**config.mk**
```make
export PLATFORM = sky130hd
export DESIGN_NAME = core_ctrl_fsm
export DESIGN_NICKNAME = d
export VERILOG_FILES = /design/src/rtl/core_ctrl_fsm.sv
export SDC_FILE = /design/constraint.sdc
export NUM_CORES = 1
export LEC_CHECK = 0
export CORE_MARGIN = 2
export CORE_UTILIZATION = 35
export CTS_BUF_LIST = sky130_fd_sc_hd__clkbuf_8
export DETAILED_ROUTE_END_ITERATION = 7
export PLACE_DENSITY = 0.75
export SETUP_SLACK_MARGIN = 0.5
export SYNTH_ARGS = -nofsm -noshare
export SYNTH_HDL_FRONTEND = slang
export SYNTH_SLANG_ARGS = --single-unit
```
**constraint.sdc**
```tcl
create_clock -name clk -period 2.1 [get_ports clk]
set_clock_uncertainty 0.2 [all_clocks]
set_input_delay 0.63 -clock clk [delete_from_list [all_inputs] [get_ports clk]]
set_output_delay 0.63 -clock clk [all_outputs]
set_load 0.05 [all_outputs]
```
**src/rtl/core_ctrl_fsm.sv**
```systemverilog
// Multi-cycle instruction sequencer: FETCH/DECODE/EXECUTE/MEM/WB with memory handshakes,
// write-enable pulses, sign-extender mode select, timeout trap and retire counter.
module core_ctrl_fsm #(
  parameter int DATA_WIDTH  = 32,
  parameter int MEM_TIMEOUT = 255
) (
  input  logic                  clk,
  input  logic                  rst,
  input  logic [DATA_WIDTH-1:0] instr,
  input  logic                  imem_ack,
  input  logic                  dmem_ack,
  output logic                  imem_req,
  output logic                  dmem_req,
  output logic                  dmem_we,
  output logic                  ir_we,
  output logic                  alu_en,
  output logic                  reg_we,
  output logic                  pc_we,
  output logic [2:0]            sx_op,
  output logic                  trap,
  output logic [2:0]            state,
  output logic [DATA_WIDTH-1:0] instret
);

  localparam logic [2:0] S_FETCH   = 3'd0;
  localparam logic [2:0] S_DECODE  = 3'd1;
  localparam logic [2:0] S_EXECUTE = 3'd2;
  localparam logic [2:0] S_MEM     = 3'd3;
  localparam logic [2:0] S_WB      = 3'd4;
  localparam logic [2:0] S_TRAP    = 3'd5;

  localparam logic [2:0] SX_3100 = 3'd0;
  localparam logic [2:0] SX_1100 = 3'd1;

  localparam logic [1:0] C_ALU = 2'd0;
  localparam logic [1:0] C_LD  = 2'd1;
  localparam logic [1:0] C_ST  = 2'd2;

  localparam logic [6:0] OPC_OP     = 7'b0110011;
  localparam logic [6:0] OPC_OP_IMM = 7'b0010011;
  localparam logic [6:0] OPC_LOAD   = 7'b0000011;
  localparam logic [6:0] OPC_STORE  = 7'b0100011;

  localparam int CW = $clog2(MEM_TIMEOUT + 1);

  logic [2:0]            r_state;
  logic [2:0]            w_next;
  logic                  r_hold;
  logic [1:0]            r_class;
  logic [2:0]            r_sx;
  logic [CW-1:0]         r_wait;
  logic [DATA_WIDTH-1:0] r_instret;

  logic                  w_imem_req;
  logic                  w_dmem_req;
  logic                  w_imem_done;
  logic                  w_dmem_done;
  logic                  w_waiting;
  logic                  w_timeout;
  logic                  w_pc_we;
  logic                  w_dec_valid;
  logic [1:0]            w_dec_class;
  logic [2:0]            w_dec_sx;
  logic                  w_unused;

  assign w_unused = ^instr[DATA_WIDTH-1:7];

  // r_hold keeps requests low for the first cycle after reset even though state is FETCH
  assign w_imem_req  = !r_hold && (r_state == S_FETCH);
  assign w_dmem_req  = !r_hold && (r_state == S_MEM);
  assign w_imem_done = w_imem_req && imem_ack;
  assign w_dmem_done = w_dmem_req && dmem_ack;
  assign w_waiting   = (w_imem_req && !imem_ack) || (w_dmem_req && !dmem_ack);
  assign w_timeout   = (r_wait == CW'(MEM_TIMEOUT));
  assign w_pc_we     = (r_state == S_WB) || (w_dmem_done && (r_class == C_ST));

  always_comb begin
    w_dec_valid = 1'b1;
    w_dec_class = C_ALU;
    w_dec_sx    = SX_1100;
    case (instr[6:0])
      OPC_OP:     w_dec_sx    = SX_3100;
      OPC_OP_IMM: w_dec_class = C_ALU;
      OPC_LOAD:   w_dec_class = C_LD;
      OPC_STORE:  w_dec_class = C_ST;
      default:    w_dec_valid = 1'b0;
    endcase
  end

  always_comb begin
    w_next = r_state;
    case (r_state)
      S_FETCH: begin
        if (w_imem_done)                 w_next = S_DECODE;
        else if (w_imem_req && w_timeout) w_next = S_TRAP;
      end
      S_DECODE:  w_next = w_dec_valid ? S_EXECUTE : S_TRAP;
      S_EXECUTE: w_next = (r_class == C_ALU) ? S_WB : S_MEM;
      S_MEM: begin
        if (w_dmem_done)   w_next = (r_class == C_LD) ? S_WB : S_FETCH;
        else if (w_timeout) w_next = S_TRAP;
      end
      S_WB:      w_next = S_FETCH;
      S_TRAP:    w_next = S_TRAP;
      default:   w_next = S_TRAP;
    endcase
  end

  always_ff @(posedge clk) begin
    if (rst) begin
      r_state   <= S_FETCH;
      r_hold    <= 1'b1;
      r_class   <= C_ALU;
      r_sx      <= SX_3100;
      r_wait    <= '0;
      r_instret <= '0;
    end else begin
      r_state <= w_next;
      r_hold  <= 1'b0;
      if ((r_state == S_DECODE) && w_dec_valid) begin
        r_class <= w_dec_class;
        r_sx    <= w_dec_sx;
      end
      // Counter restarts on entry to a waiting state and saturates once the limit is hit
      if ((w_next != r_state) && ((w_next == S_FETCH) || (w_next == S_MEM)))
        r_wait <= '0;
      else if (w_waiting && !w_timeout)
        r_wait <= r_wait + CW'(1);
      if (w_pc_we)
        r_instret <= r_instret + DATA_WIDTH'(1);
    end
  end

  assign imem_req = w_imem_req;
  assign dmem_req = w_dmem_req;
  assign dmem_we  = w_dmem_req && (r_class == C_ST);
  assign ir_we    = w_imem_done;
  assign alu_en   = (r_state == S_EXECUTE);
  assign reg_we   = (r_state == S_WB);
  assign pc_we    = w_pc_we;
  assign sx_op    = r_sx;
  assign trap     = (r_state == S_TRAP);
  assign state    = r_state;
  assign instret  = r_instret;

endmodule

```
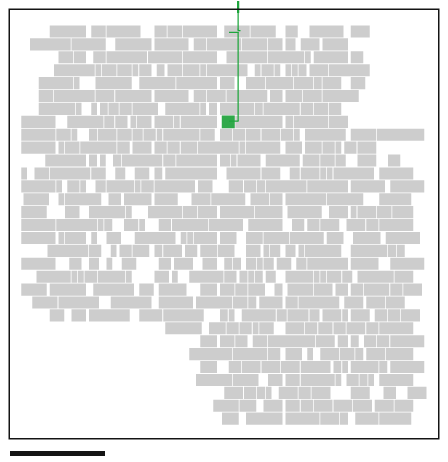
Fig. 1. Port wiring.
Scale bar: 20 um.
| colour | port | direction | edge | end cells | wire |
|---|---|---|---|---|---|
| green | pc_we | output | top | 1 | 27.0 um |
I/O Buffers: 54
I/O pins: 82

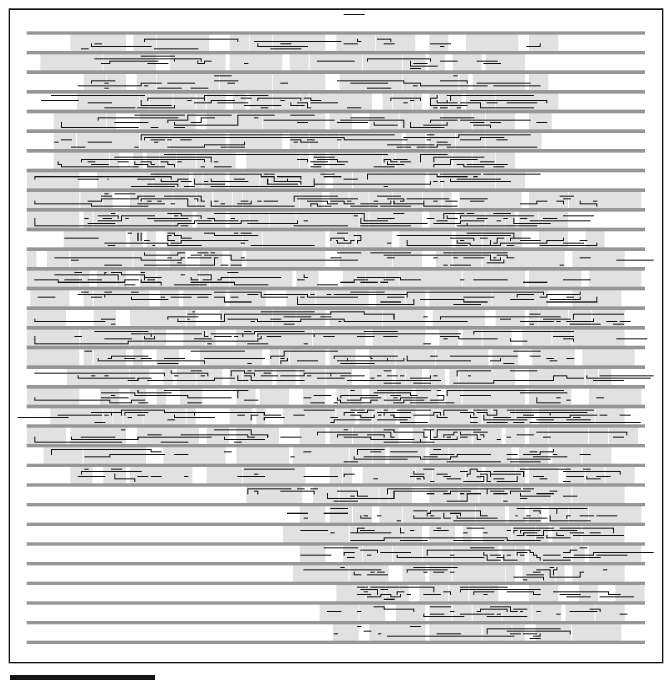
Fig. 2. Metal 1.
Scale bar: 20 um. Supply wires on this layer in grey.
longest straight run: 35.0 um
share of all routed wire: 38%
nets with wire on the layer: 404
main direction: horizontal
wire length on this layer: 3,770 um
drt total wl: 9.81 mm
DR vias: 2,897
met1 GRT Util: 26.9%

==> run_results.csv <==
group,metric,value,unit
route,drtIter0Drc,167,
finish,seq_share,20.2,%
route,antenna_left,0,
logic_synthesis,synth_area_leader_cell,"dfxtp_1",
setup_path,critPathKind,"flop to output port",
setup_path,crit_family,"simple AND/OR/NAND/NOR gates",
setup_path,crit_arrival,1.47,ns
finish,inv_count,7,
finish,clock_buffers,5,
sta,fmax,435,MHz
logic_synthesis,ys_seq_share,36.2,%
logic_synthesis,top_area_share,36.2,%
power,p_int,0.00133,W
logic_synthesis,synthTopCellsByCount,"dfxtp_1 (47), nor2_1 (37), xnor2_1 (29), nor3_1 (20), nand2_1 (19)",
global_routing,grt_pass1_vias,2979,
sta,fin_ws,-0.199,ns
logic_synthesis,synth-seq-cells,47,
finish,utilization,72.9,%
die,core,7210,um2
setup_path,path_depth,4,
placed_design,dp.cells,463,
setup_path,startpoint_type,"flop",
logic_synthesis,yosys_area,2600,um2
sta,finalSetupViolations,22,
finish,largest_reg_flops,32,
job,maxCapViolCount,0,
finish,antenna_cells,0,
setup_path,crit_end,"ir_we",
route,dr.pass1.iters,4,
setup_path,r2r-start,"state[0]$_SDFF_PP0_",
run_status,outcome,"finished, violations left",
logic_synthesis,ys_cells,290,
setup_path,reg2reg_slack,-0.14,ns
route,post_drt_wl_per_cell,18.2,um
route,wl_met1,3.77,mm
clock_tree,ctsHoldBuffers,0,
power,comb_power_share,12.8,%
sta,fin_setup_tns,-2.15,ns
route,wl_met2,5.34,mm
route,top_layer,"met4",
sta,worst_hold_slack,0.324,ns
finish,instances_no_fill,539,
power,seqPwrFrac,48.3,%
logic_synthesis,avgSynthCellArea,8.97,um2
placed_design,place_hpwl,4.89,mm
sta,rsz0062_at_grt,"true",
setup_path,end_kind,"output port",
run_status,violations,"setup timing",
setup_path,max_stage_delay,0.36,ns
power,top_power_group,"sequential cells",
global_routing,antenna_found_initial,0,
logic_synthesis,synth-xor-area-share,10.1,%
logic_synthesis,edf_count,0,
finish,final_area,5260,um2
logic_synthesis,aoi_share,11.0,%
setup_path,path_cells,"buf_6 -> nor4_4 -> and2_4 -> buf_12",
finish,seqCellArea,1060,um2
worst_hold_path,hold_class,"flop to flop",
worst_hold_path,worstHoldStart,"r_wait[6]$_SDFFE_PP0P_",
Power is estimated from default activity; no workload was simulated.
